Fig. 1: run 1, placement view
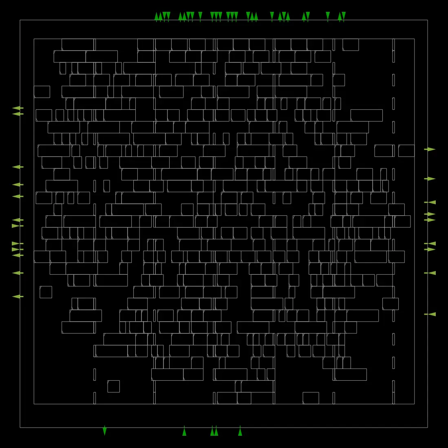
Fig. 2: run 1, sequential cells coloured by netlist name
Scale: 6 px per µm. Other sequential cells in the stronger grey, the rest of the logic in the fainter grey.
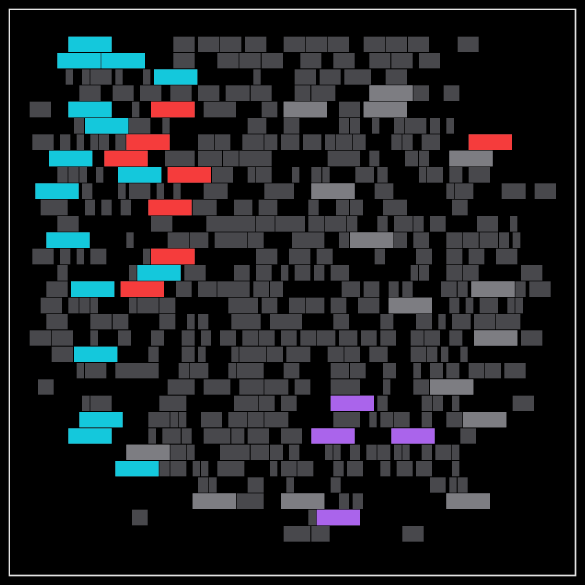
Fig. 3: run 1, the metal 3 layer
Scale: 4 px per µm.
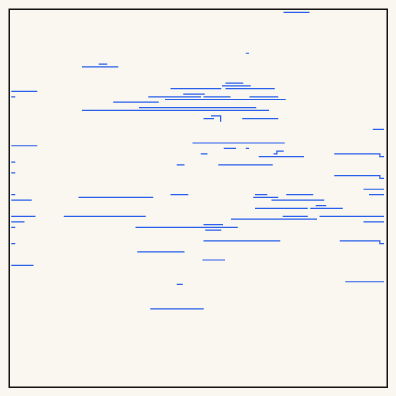
Fig. 4: run 1, metal layers overlaid
Scale: 4 px per µm. Only two layers are drawn.
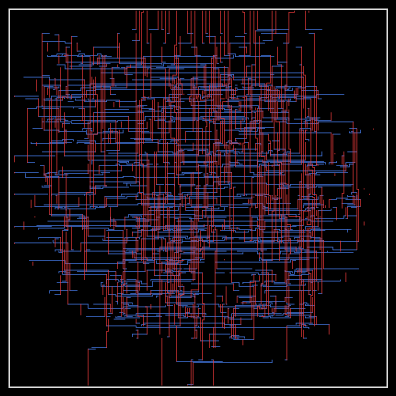
===== src/rtl/spi_reg_ctrlr.sv =====
// spi_reg_ctrlr
//   Command/register controller behind an SPI slave. Each ss-framed transfer is a
//   CMD byte followed by data bytes. CMD[7] selects write (1) or read (0) and
//   CMD[ADDR_W-1:0] is the start address. The address auto-increments and wraps.
//   dout is the byte the SPI slave shifts out on the next transfer.
//
//   Register map: 0 LED[7:0] RW, 1 LED[15:8] RW, 2 SW[7:0] RO, 3 SW[15:8] RO,
//                 4 SCRATCH RW, 5 STATUS RO {frame_err,3'b0,byte_cnt}, 6 ID RO,
//                 7+ reserved (reads 0, writes ignored).
//
// Ports
//   clk       system clock
//   rst       synchronous active-high reset
//   ss        slave select, active-low (frame = ss low)
//   new_data  1-cycle pulse, din holds a received byte
//   din       received byte
//   dout      next byte to transmit
//   switches  board switches (read at the edge that services the byte)
//   leds      board LEDs, {reg1, reg0}
//   frame_err sticky flag set by writes to read-only/reserved addresses
module spi_reg_ctrlr #(
  parameter logic [7:0] ID_VALUE = 8'hA5,
  parameter int         ADDR_W   = 3
) (
  input  logic        clk,
  input  logic        rst,
  input  logic        ss,
  input  logic        new_data,
  input  logic [7:0]  din,
  output logic [7:0]  dout,
  input  logic [15:0] switches,
  output logic [15:0] leds,
  output logic        frame_err
);

  typedef enum logic [1:0] {IDLE, CMD, WR, RD} state_t;

  state_t            state_reg, state_next;
  logic [ADDR_W-1:0] addr_reg, addr_next;
  logic [3:0]        byte_cnt_reg, byte_cnt_next;
  logic [7:0]        dout_reg, dout_next;
  logic [7:0]        scratch_reg;
  logic              frame_err_reg;
  // Cleared by reset; a frame may only start after ss has been seen high,
  // so a reset in the middle of a frame does not resume that frame.
  logic              armed_reg, armed_next;

  logic [ADDR_W-1:0] rd_addr;
  logic [7:0]        rd_idx, wr_idx, rd_data;
  logic [3:0]        cnt_inc;
  logic              wr_en, wr_ok;

  // The CMD byte itself supplies the first read address.
  assign rd_addr = (state_reg == CMD) ? din[ADDR_W-1:0] : addr_reg;
  assign rd_idx  = 8'(rd_addr);
  assign wr_idx  = 8'(addr_reg);
  assign cnt_inc = (byte_cnt_reg == 4'hF) ? 4'hF : byte_cnt_reg + 4'd1;

  // A byte arriving together with ss rising is still serviced.
  assign wr_en = (state_reg == WR) && new_data;
  assign wr_ok = (wr_idx == 8'd0) || (wr_idx == 8'd1) || (wr_idx == 8'd4);

  always_comb begin
    rd_data = 8'h00;
    case (rd_idx)
      8'd0:    rd_data = leds[7:0];
      8'd1:    rd_data = leds[15:8];
      8'd2:    rd_data = switches[7:0];
      8'd3:    rd_data = switches[15:8];
      8'd4:    rd_data = scratch_reg;
      8'd5:    rd_data = {frame_err_reg, 3'b000, byte_cnt_reg};
      8'd6:    rd_data = ID_VALUE;
      default: rd_data = 8'h00;
    endcase
  end

  always_comb begin
    state_next    = state_reg;
    addr_next     = addr_reg;
    byte_cnt_next = byte_cnt_reg;
    dout_next     = dout_reg;
    armed_next    = armed_reg;
    case (state_reg)
      IDLE: begin
        dout_next = ID_VALUE;
        if (ss) begin
          armed_next = 1'b1;
        end else if (armed_reg) begin
          state_next    = CMD;
          byte_cnt_next = 4'd0;
        end
      end
      CMD: begin
        if (new_data) begin
          byte_cnt_next = cnt_inc;
          if (din[7]) begin
            state_next = WR;
            dout_next  = din;
            addr_next  = din[ADDR_W-1:0];
          end else begin
            state_next = RD;
            dout_next  = rd_data;
            addr_next  = din[ADDR_W-1:0] + 1'b1;
          end
        end
      end
      WR: begin
        if (new_data) begin
          byte_cnt_next = cnt_inc;
          dout_next     = din;
          addr_next     = addr_reg + 1'b1;
        end
      end
      RD: begin
        if (new_data) begin
          byte_cnt_next = cnt_inc;
          dout_next     = rd_data;
          addr_next     = addr_reg + 1'b1;
        end
      end
      default: state_next = IDLE;
    endcase
    // End of frame: return to IDLE; a coincident byte keeps its dout result.
    if ((state_reg != IDLE) && ss) begin
      state_next = IDLE;
      if (!new_data) begin
        dout_next = ID_VALUE;
      end
    end
  end

  always_ff @(posedge clk) begin
    if (rst) begin
      state_reg     <= IDLE;
      addr_reg      <= '0;
      byte_cnt_reg  <= 4'd0;
      dout_reg      <= ID_VALUE;
      armed_reg     <= 1'b0;
      scratch_reg   <= 8'h00;
      frame_err_reg <= 1'b0;
    end else begin
      state_reg     <= state_next;
      addr_reg      <= addr_next;
      byte_cnt_reg  <= byte_cnt_next;
      dout_reg      <= dout_next;
      armed_reg     <= armed_next;
      if (wr_en && (wr_idx == 8'd4)) begin
        scratch_reg <= din;
      end
      if (wr_en && !wr_ok) begin
        frame_err_reg <= 1'b1;
      end
    end
  end

  // One register per LED byte, at addresses 0 and 1.
  genvar gi;
  generate
    for (gi = 0; gi < 2; gi++) begin : g_led
      logic [7:0] led_byte_reg;
      always_ff @(posedge clk) begin
        if (rst) begin
          led_byte_reg <= 8'h00;
        end else if (wr_en && (wr_idx == 8'(gi))) begin
          led_byte_reg <= din;
        end
      end
      assign leds[gi*8 +: 8] = led_byte_reg;
    end
  endgenerate

  assign dout      = dout_reg;
  assign frame_err = frame_err_reg;

endmodule


===== config.mk =====
export PLATFORM = sky130hd
export DESIGN_NAME = spi_reg_ctrlr
export DESIGN_NICKNAME = d
export VERILOG_FILES = /design/src/rtl/spi_reg_ctrlr.sv
export SDC_FILE = /design/constraint.sdc
export NUM_CORES = 1
export LEC_CHECK = 0
export CAP_MARGIN = 20
export CORE_MARGIN = 3
export CORE_UTILIZATION = 35
export CTS_CLUSTER_SIZE = 40
export DETAILED_ROUTE_END_ITERATION = 16
export PLACE_DENSITY = 0.59
export SLEW_MARGIN = 10
export SYNTH_ARGS = -nofsm -noshare
export SYNTH_HDL_FRONTEND = slang
export SYNTH_SLANG_ARGS = --single-unit

===== constraint.sdc =====
create_clock -name clk -period 2.3 [get_ports clk]
set_input_delay 0.69 -clock clk [delete_from_list [all_inputs] [get_ports clk]]
set_output_delay 0.69 -clock clk [all_outputs]
set_load 0.05 [all_outputs]

==> changes_impl.md, run 1 <==
### Metrics

* Kind of critical path: reg2out
* CTS tree: yes
* Num ports at 53
* Via count at 2821
* XOR/XNOR share of the synthesized area at 0.6446%
* Final core utilization at 50.60%
* CTS buffer count at 5
* Yosys cell count at 315
* Final Cycle Share at 98.30%
* CP required at 1610 ps
* Combinational Area at 0.001689 mm²
* Met2 usage in global routing at 31.87%
* Vias per cell at 5.564
* Yosys Chip Area at 0.002718 mm²
* Cell-internal power at 1.128 mW
* Startpoint class of the critical path: register
* Mux frac, synth at 15.15%
* Post-Synth AOI/OAI Area at 25.28%
* Arr. time, crit path at 1570 ps
* Post-synth top area cell: dfxtp_1
* Hold_ws at 482.7 ps
* Count leader, synth: dfxtp_1
* Max reg flops at 16
* Syn. warnings at 0
* Final WL at 9.213 mm
* Crit. End Element: output pin
* Register area at 860.8 µm²
* Slowest-stage cell, CP: clkdlybuf4s50_1
* Port Buffers at 52
* Die area at 0.008858 mm²
* Status: completed
* HPWL Detailed at 7.212 mm
* Final Max-Slew Violation Tally at 0
* TritonRoute pass-1 iters at 5
* Post-synth top flop: dfxtp_1
* # H-tree levels at 2
* Grt ovf at 0
* Hold Path Class: reg2reg
* Initial antenna violation count at 0
* Net load switching power at 0.4847 mW
* Post-Synthesis Cells at 315
* Most frequent logic cell in the layout: buf_4
* Ys async rst share at 0%
* Total Nets Final at 440
* Sequential share of power at 47.1%
* Buf/Inv on CP at 1
* FP Util at 36.68%
* Peak supply drop at 318.1 µV
* Slew Limit Headroom at 56.88%
* # hold bufs at CTS at 0
* Adder-cell share of the synthesized area at 2.302%
* Static leakage at 1.481 nW
* Fmax at 442.3 MHz
* Tool Warnings at 28
* Avg Cell Area, Syn at 8.627 µm²
* CTS Root Cell: clkbuf_8
* DR iter-0 viols at 180
* Top Usage Layer GRT: met1
* Clock skew at 12.50 ps
* Critical path's largest stage delay at 840 ps
* Most numerous logic cells after layout: buf_4, clkdlybuf4s50_1, dfxtp_1
* Die Width at 94.12 µm
* Cts repair resizes at 4
* Synth-to-Final Area Change at 37.94%
* Cell family with most CP delay: buffers and inverters
* Main logic family: AND-OR/OR-AND gates
* DRC errors left at 0
* Routed len/inst at 18.17 µm
* Power Density at 430.3 mW/mm²
* Core area at 0.007408 mm²
* Clock buffer depth at 2
* Chip height at 94.12 µm
* Clock share of power at 33.3%
* Clock transition at the registers of the reported paths at 100 ps
* Total clock sinks at 43
* Synth unique cells at 59
* GP Congestion at 0.8771
* Post-CTS Setup Inserts at 0
* Slew at the pin with the worst max-slew slack at 641.3 ps
* Latency at later pin at 310 ps
* Vias in the first global route at 2625
* Post-synth EDFFs at 0
* Grt met3 use at 2.804%
* Largest cells by area: dfxtp_1, mux2i_1, a21oi_1
* CP max FO at 3
* Final Hold Vio Count at 0
* Final antenna-violating net count at 0
* Syn nets at 348
* GRT Util Overall at 21.31%
* Largest net degree at the start of global routing at 26
* First-pass GRT wire length at 14.57 mm
* Grt met1 use at 31.90%
* Comb pwr share at 19.6%
* Antenna Cells at 0
* Synth cell count leaders: dfxtp_1, nor2_1, a21oi_1
* Netlist Area Pre-Place at 0.002718 mm²
* Critical Path, Cell by Cell: clkdlybuf4s50_1
* Post-synthesis register bit count at 43
* Simple-Gate Fraction of Synth Area at 17.59%
* Synth top area share at 31.68%
* Count of max-cap constraint violations at 0
* Synth Seq Share at 31.68%
Back to the opening pictures, Fig. 1:
Fillers: 725
Cell Rows: 31
Seq area share: 22.96%

Back to the opening pictures, Fig. 2:
red -> scratch_reg  # placed flops 8
purple -> byte_cnt_reg  # placed flops 4, where bottom centre
cyan -> g_led.led_byte_reg  # placed flops 16

Back to the opening pictures, Fig. 3:
nets with wire on the layer = 58
main direction = horizontal
share of all routed wire = 6.4%

Back to the opening pictures, Fig. 4:
red -> met2  # wire length 4110 µm
blue -> met1  # wire length 4390 µm

## run 1: logic make-up after synthesis
logic type | after synthesis
DFF | 43
adders and majority gates | 5
muxes | 36
and+or+nand+nor | 96
AOI/OAI and AO/OA | 103
xor gates and xnor gates | 2
buffers and inverters | 30
## run 1: power by group through the flow
stage	Combinational [mW]	Sequential, mW	Clock (mW)
global route	0.338	0.761	0.580
finish	0.316	0.760	0.537
CTS	0.311	0.760	0.551
global placement	0.309	0.777	0
detailed placement	0.309	0.777	0
floorplan	0.144	0.786	0
## run 1: worst paths after layout
kind	startpoint	to	slack, ps	cells after the start
min	armed_reg	armed_reg	480	2
min reg2reg	armed_reg	armed_reg	480	2
max reg2reg	state_reg[1]	dout[4]	200	6
max	g_led[1].led_byte_reg[6]	leds[14]	40	1
## run 1: per-layer routing
metal,wire length (µm),vias up,share of wire [%]
li1,-,1359,-
met5,0,-,0
met2,4107,111,45
met3,588,9,6.4
met1,4390,1342,48
met4,126,0,1.4
## run 1: cell type report
cell class              instances  area share (%)
clock inverters                 3          0.7009
inverters                       8          0.8011
clock buffers                   5           1.836
multi-input cells             242           45.06
repair buffers                107           25.33
flip-flops and latches         43           22.96
well taps                      99           3.304
## run 1: through the flow
step	total power, mW	worst slack, ps	setup TNS (ps)	cell area (µm²)	cells
2_1_floorplan	0.9296	304.2	0	2718	315
3_3_place_gp	1.086	-401.3	-2527	3612	499
3_5_place_dp	1.086	-432.8	-2642	3612	499
4_1_cts	1.622	11.76	0	3722	507
5_1_grt	1.679	0.7054	0	3749	507
6_report	1.613	39.17	0	3749	507
## run 1: worst min-delay path, delay by kind of cell (launching register included)
kind / cells / cell delay (ps)
compound gates: 1 / 40
flops: 1 / 350
simple gates: 1 / 70
==> inputs of run 2 (changes only) <==
SLEW_MARGIN = 0   (was 10)
Fig. 5: run 2, placed cells, one colour a class
Scale: 3 px per µm.
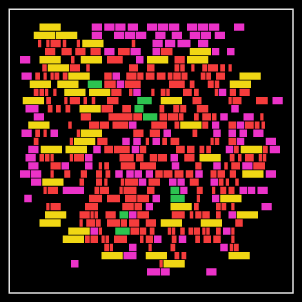
red -> all other logic  # cells 250
yellow -> flip-flops  # cells 43
magenta -> other buffers and delay cells  # cells 107
green -> clock drivers and dummy loads  # cells 8

==> run 2 against run 1 <==
Effect of this change: first-iteration DRC count unchanged; highest routed layer unchanged; critical path depth did not move; largest cell class unchanged; wire length unchanged; area after synthesis unchanged; sequential share of layout area stayed put; non-clock buffer count unchanged; flip-flop count unchanged; worst setup slack did not move; largest power group unchanged; combinational power about the same; clock power hardly changed; maximum frequency unchanged; synthesized cell count unchanged.
==> changes_impl.md, run 2 <==
### Metrics

* Cell Rows at 31 (unchanged)
* Worst hold path depth at 2 (unchanged)
* Antenna Cells at 0 (unchanged)
* Grt met3 use at 2.804% (unchanged)
* Largest cells by area: dfxtp_1, mux2i_1, a21oi_1
* Hold path startpoint: armed_reg
* Grt met1 use at 31.90% (unchanged)
* Post-synth top flop: dfxtp_1
* R2R Path Start: state_reg[1]
* HPWL Detailed at 7.212 mm (unchanged)
* Critical Path, Cell by Cell: clkdlybuf4s50_1
* Startpoint class of the critical path: register
* Tool Warnings at 28 (unchanged)
* Final antenna-violating net count at 0 (unchanged)
* Arr. time, crit path at 1570 ps (about the same)
* Peak supply drop at 318.1 µV (unchanged)
* Clock skew at 12.50 ps (unchanged)
* Total clock sinks at 43 (unchanged)
* Vias in the first global route at 2625 (unchanged)
* Cell family with most CP delay: buffers and inverters
* Ys async rst share at 0% (unchanged)
* Netlist Area Pre-Place at 0.002718 mm² (unchanged)
* Final Cycle Share at 98.30% (unchanged)
* Final Hold Vio Count at 0 (unchanged)
* Final Critical Period at 2261 ps
* Synth-to-Final Area Change at 37.94% (unchanged)
* Port Buffers at 52 (unchanged)
* Kind of critical path: reg2out
* Most frequent logic cell in the layout: buf_4
* Synth Seq Share at 31.68% (unchanged)
* Placed cell area at 0.003612 mm² (unchanged)
* Final setup fails at 0
* TritonRoute pass-1 iters at 5 (unchanged)
* DR iter-0 viols at 180 (unchanged)
* Dpl cells at 499 (unchanged)
* Largest net degree at the start of global routing at 26 (unchanged)
* Die area at 0.008858 mm² (unchanged)
* Synth cell count leaders: dfxtp_1, nor2_1, a21oi_1
* Crit. End Element: output pin
* Fmax at 442.3 MHz (unchanged)
* Metal2 WL at 4.107 mm (unchanged)
* Post-synth top area cell: dfxtp_1
* Syn nets at 348 (unchanged)
* Post-CTS Setup Inserts at 0 (unchanged)
* Hold Path End: armed_reg
* Met2 usage in global routing at 31.87% (unchanged)
* Avg Cell Area, Syn at 8.627 µm² (unchanged)
* Syn. warnings at 0 (unchanged)
* Post-synthesis register bit count at 43 (unchanged)
* Buf/Inv on CP at 1 (unchanged)
* Fillers at 725 (unchanged)
* Post-synth EDFFs at 0 (unchanged)
* Max reg flops at 16 (unchanged)
* Clock buffer depth at 2 (unchanged)
* FP Util at 36.68% (unchanged)
* Routed wire length on met3 at 588 µm (unchanged)
* Power Density at 430.3 mW/mm² (unchanged)
* Length of routed wiring on met1 at 4.390 mm (unchanged)
* DRC errors left at 0 (unchanged)
* Tot Pwr at 1.613 mW (unchanged)
* Latency at later pin at 310 ps (about the same)
* Yosys Chip Area at 0.002718 mm² (unchanged)
* R2R depth at 6 (unchanged)
* Yosys cell count at 315 (unchanged)
* Most numerous logic cells after layout: buf_4, clkdlybuf4s50_1, dfxtp_1
* Vias per cell at 5.564 (unchanged)
* Layout cells sized above 1 at 23.28%
* Chip height at 94.12 µm (unchanged)
* CTS Root Cell: clkbuf_8
* Total Nets Final at 440 (unchanged)
* Initial antenna violation count at 0 (unchanged)
* R2r setup slk at 200 ps (about the same)
* Final WL at 9.213 mm (unchanged)
* GRT Util Overall at 21.31% (unchanged)
* DR top layer: met4
* Clock transition at the registers of the reported paths at 100 ps (about the same)
* Non-Filler Cell Area, Final at 0.003749 mm² (unchanged)
* Slew at the pin with the worst max-slew slack at 641.3 ps (unchanged)
* # H-tree levels at 2 (unchanged)
* R2r endpoint: dout[4]
* Hold Path Class: reg2reg
* Synth unique cells at 59 (unchanged)
* Final Max-Slew Violation Tally at 0 (unchanged)
* Post-Synthesis Cells at 315 (unchanged)
* CTS tree: yes
* CTS buffer count at 5 (unchanged)
* Routed len/inst at 18.17 µm (unchanged)
* RSZ-0062 raised after global routing: no
* Status: completed
* Synth top area share at 31.68% (unchanged)
* Via count at 2821 (unchanged)
* Critical path's largest stage delay at 840 ps (about the same)
* Num ports at 53 (unchanged)
* Hold_ws at 482.7 ps (unchanged)
* CP required at 1610 ps (about the same)
* Count leader, synth: dfxtp_1
* CP max FO at 3 (unchanged)
* Top Usage Layer GRT: met1
* Count of max-cap constraint violations at 0 (unchanged)
* GP Congestion at 0.8771 (unchanged)
* Grt ovf at 0 (unchanged)
* Static leakage at 1.481 nW (unchanged)
* Slew Limit Headroom at 56.88% (unchanged)
* Slowest-stage cell, CP: clkdlybuf4s50_1
* Die Width at 94.12 µm (unchanged)
* First-pass GRT wire length at 14.57 mm (unchanged)
Fig. 6: run 2, placement view
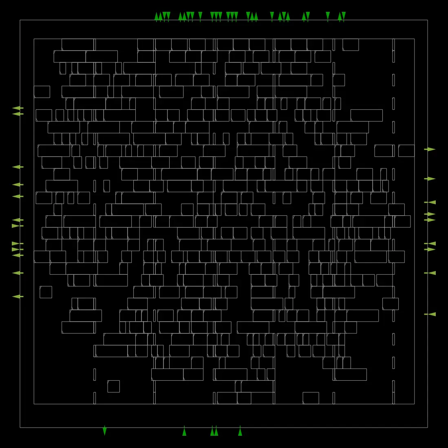
Well Taps: 99
Seq cells: 43
core area: 0.007408 mm²
Finished Layout Cells: 507

==> run 2: cell counts after synthesis <==
Identical to the previous run, type by type.
==> run 2: timing repair <==
action,CTS,global route
pin swaps,1,0
cloned,0,0
setup endpoints to repair,3,9
resized,4,7
hold buffers,0,0
==> run 2: report_power, final <==
group	switching, mW	internal [mW]
clock network	0.313	0.224
registers	0.00814	0.752
logic	0.164	0.153
total	0.485	1.13
==> run 2: stage by stage <==
step	setup TNS, ps	setup slack [ps]	util [%]
global route	0	0.7054	50.60
floorplan	0	304.2	-
global placement	-2527	-401.3	48.76
detailed placement	-2642	-432.8	48.76
CTS	0	11.76	50.24
finish	0	39.17	50.60
==> run 2: worst max-delay path by stage <==
stage	start	end	slack, ps	depth (start not counted)
2_1_floorplan	din[2]	dout[7]	300	6
3_3_place_gp	din[2]	dout[4]	-400	7
3_5_place_dp	din[2]	dout[4]	-430	7
4_1_cts	din[1]	dout[2]	10	6
5_1_grt	new_data	dout[0]	0.7	5
6_report	g_led[1].led_byte_reg[6]	leds[14]	40	1
==> run 2: layout make-up <==
cell class                 count  area [µm²]  share of cell area [%]
inverter                       8       30.03                  0.8011
tap                           99       123.9                   3.304
timing repair buffer         107       949.7                   25.33
clock buffer                   5       68.82                   1.836
multi-input combinational    242        1689                   45.06
sequential                    43       860.8                   22.96
clock inverter                 3       26.28                  0.7009
==> run 2: kinds of logic (layout without fill, tap and decap cells) <==
group	after synthesis	count (layout)	synth area share [%]
AND-OR/OR-AND	103	103	25.28
flip-flops	43	43	31.68
XOR/XNOR	2	2	0.6447
multiplexers	36	36	15.15
buffers and inverters	30	123	7.366
AND/OR/NAND/NOR	96	96	17.59
adder cells (fa/ha/maj)	5	5	2.302
Fig. 7: run 2, the metal 3 layer
Scale: 4 px per µm.
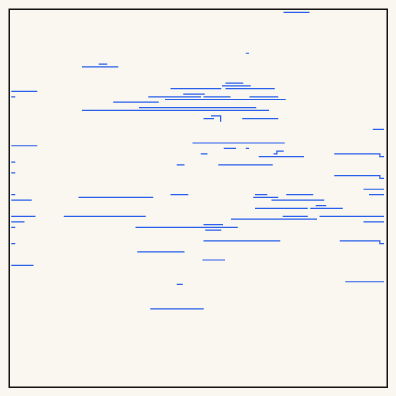

==> inputs of run 3 (changes only) <==
CORE_UTILIZATION = 50   (was 35)
PLACE_DENSITY = 0.79   (was 0.59)
Fig. 8: run 3, the metal 3 layer
Scale: 4 px per µm.
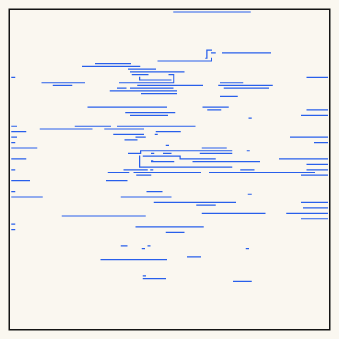
final WL: 8.982 mm
via count: 2962
grt met3 use: 4.289%

==> run 3 against run 2 <==
Effect of this change: synthesized cell count unchanged; die area down 28%; core utilization up 21 points; critical path depth up 6; count of clock-buffer cells in the layout unchanged; area after synthesis unchanged; critical path type is now in2reg; largest cell class unchanged.
==> changes_impl.md, run 3 <==
### Metrics

* Yosys cell count at 315 (unchanged)
* Clock share of power at 32.9% (-0.4 points)
* Sequential share of power at 47.4% (+0.3 points)
* Final core utilization at 72.01% (+21 points)
* Post-Synthesis Cells at 315 (unchanged)
* Synth top area share at 31.68% (unchanged)
* DR iter-0 viols at 203 (+13%)
* Post-synth EDFFs at 0 (unchanged)
* Routed wire length on met3 at 768 µm (+31%)
* Clock network area share at 2.553% (+0.016 points)
* Latency at later pin at 310 ps (about the same)
* Syn nets at 348 (unchanged)
* TritonRoute pass-1 iters at 7 (+2)
* R2R depth at 6 (unchanged)
* Die Width at 79.73 µm (-15%)
* Non-Filler Cell Area, Final at 0.003725 mm² (-0.63%)
* CTS buffer count at 5 (unchanged)
* Signal buf overhead at 26.44% (+1.1 points)
* Status: completed
* GRT Util Overall at 28.92% (+7.6 points)
* Clock buffer depth at 2 (unchanged)
* Net load switching power at 0.4756 mW (-1.9%)
* Total Nets Final at 445 (+1.1%)
* Seq cells at 43 (unchanged)
* Final setup fails at 0 (unchanged)
* Post-synthesis register bit count at 43 (unchanged)
* # H-tree levels at 2 (unchanged)
* Peak supply drop at 442.1 µV (+39%)
* Count leader, synth: dfxtp_1
* Slew Limit Headroom at 42.42% (-14 points)
* Syn. warnings at 0 (unchanged)
* Layout cells sized above 1 at 22.76% (-0.52 points)
* XOR/XNOR share of the synthesized area at 0.6446% (unchanged)
* MI comb cells at 242 (unchanged)
* Inverters at 8 (unchanged)
* Most numerous logic cells after layout: buf_4, clkdlybuf4s50_1, dfxtp_1
* Clock skew at 12.15 ps (-0.3543 ps)
* # hold bufs at CTS at 0 (unchanged)
* Fillers at 422 (-42%)
* Static leakage at 1.447 nW (-2.3%)
* Post-synth top flop: dfxtp_1
* Main logic family: AND-OR/OR-AND gates
* Avg Cell Area, Syn at 8.627 µm² (unchanged)
* Placed cell area at 0.003618 mm² (+0.17%)
* Port Buffers at 52 (unchanged)
* FP Util at 52.54% (+16 points)
* Chip height at 79.73 µm (-15%)
* Post-synth top area cell: dfxtp_1
* Fmax at 435.3 MHz (-1.6%)
* CTS Root Cell: clkbuf_8
* Most frequent logic cell in the layout: buf_4
* Adder-cell share of the synthesized area at 2.302% (unchanged)
* Hold Path Class: reg2reg
* Power Density at 431.1 mW/mm² (+0.17%)
* Initial antenna violation count at 0 (unchanged)
* GP Congestion at 0.9973 (+14%)
* Comb pwr share at 19.8% (+0.2 points)
* Combinational share of cell area at 44.74% (-0.32 points)
* Synth unique cells at 59 (unchanged)
* Combinational Area at 0.001667 mm² (-1.3%)
* Dpl cells at 475 (-4.8%)
* Post-CTS Setup Inserts at 0 (unchanged)
* Clkbuf count at 5 (unchanged)
* R2r setup slk at 170 ps (-30 ps)
* Synth Seq Share at 31.68% (unchanged)
* Synth-to-Final Area Change at 37.06%
* Kind of critical path: in2reg
* Mux frac, synth at 15.15% (unchanged)
* Slew at the pin with the worst max-slew slack at 856.4 ps (+215.1 ps)
* CP max FO at 6 (+3)
* Switching Share at 29.62% (-0.43 points)
* HPWL Detailed at 6.857 mm (-4.9%)
Fig. 9: run 3, placement view
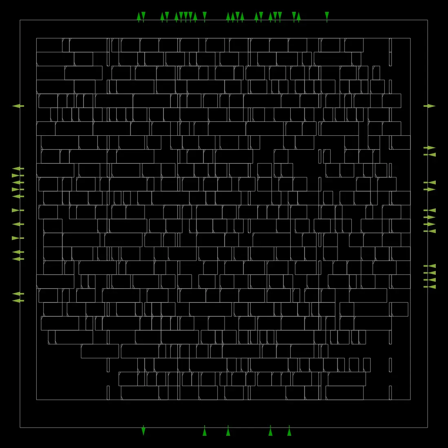
Finished Layout Cells: 483
core area: 0.005172 mm²
Well Taps: 70
Seq area share: 23.11%

[run 3: netlist changes by cell type in the layout (fill, tap and decap cells not counted), sizes merged]
cell           before  now
clkdlybuf4s50      45   50
buf                57   60
dlymetal6s2s        4    1
[run 3: per-layer routing]
| layer | track usage [%] | vias up |
|---|---|---|
| li1 | - | 1375 |
| met1 | 40.36 | 1393 |
| met2 | 44.91 | 167 |
| met3 | 4.289 | 27 |
| met4 | 10.82 | 0 |
| met5 | 0 | - |
[run 3: power groups by stage]
stage	clock (mW)	sequential, mW	combinational (mW)
6_report	0.528	0.760	0.318
2_1_floorplan	0	0.786	0.144
5_1_grt	0.558	0.762	0.337
3_3_place_gp	0	0.777	0.306
3_5_place_dp	0	0.778	0.310
4_1_cts	0.536	0.760	0.311
[run 3: repair_timing]
item,in CTS,in global routing
endpoints found under the setup margin,1,6
resized,1,3
endpoints found under the hold margin,0,0
pin swaps,0,1
[run 3: path summary, 6_finish.rpt]
path,startpoint,end
hold / removal,armed_reg,armed_reg
setup reg to reg,state_reg[0],dout[2]
hold reg to reg,armed_reg,armed_reg
setup / recovery,din[1],dout[2]
[run 3: critical path, cell delays in order]
cell	delay (ps)
clkdlybuf4s50_1	460
buf_4	190
or4bb_1	510
o31ai_2	130
a221oi_1	180
o22a_1	230
a21oi_1	150
[run 3: per-stage QoR]
| step | setup TNS, ps | setup slack (ps) | hold WS (ps) | total power [mW] |
|---|---|---|---|---|
| floorplan | 0 | 304.2 | 436.6 | 0.9296 |
| CTS | 0 | 3.084 | 479.1 | 1.607 |
| global placement | -3315 | -288.9 | 447.2 | 1.083 |
| finish | 0 | 2.700 | 475.1 | 1.606 |
| detailed placement | -4338 | -334.4 | 454.6 | 1.087 |
| global route | -80.52 | -38.95 | 520.8 | 1.656 |
Power and IR drop assume default switching activity.
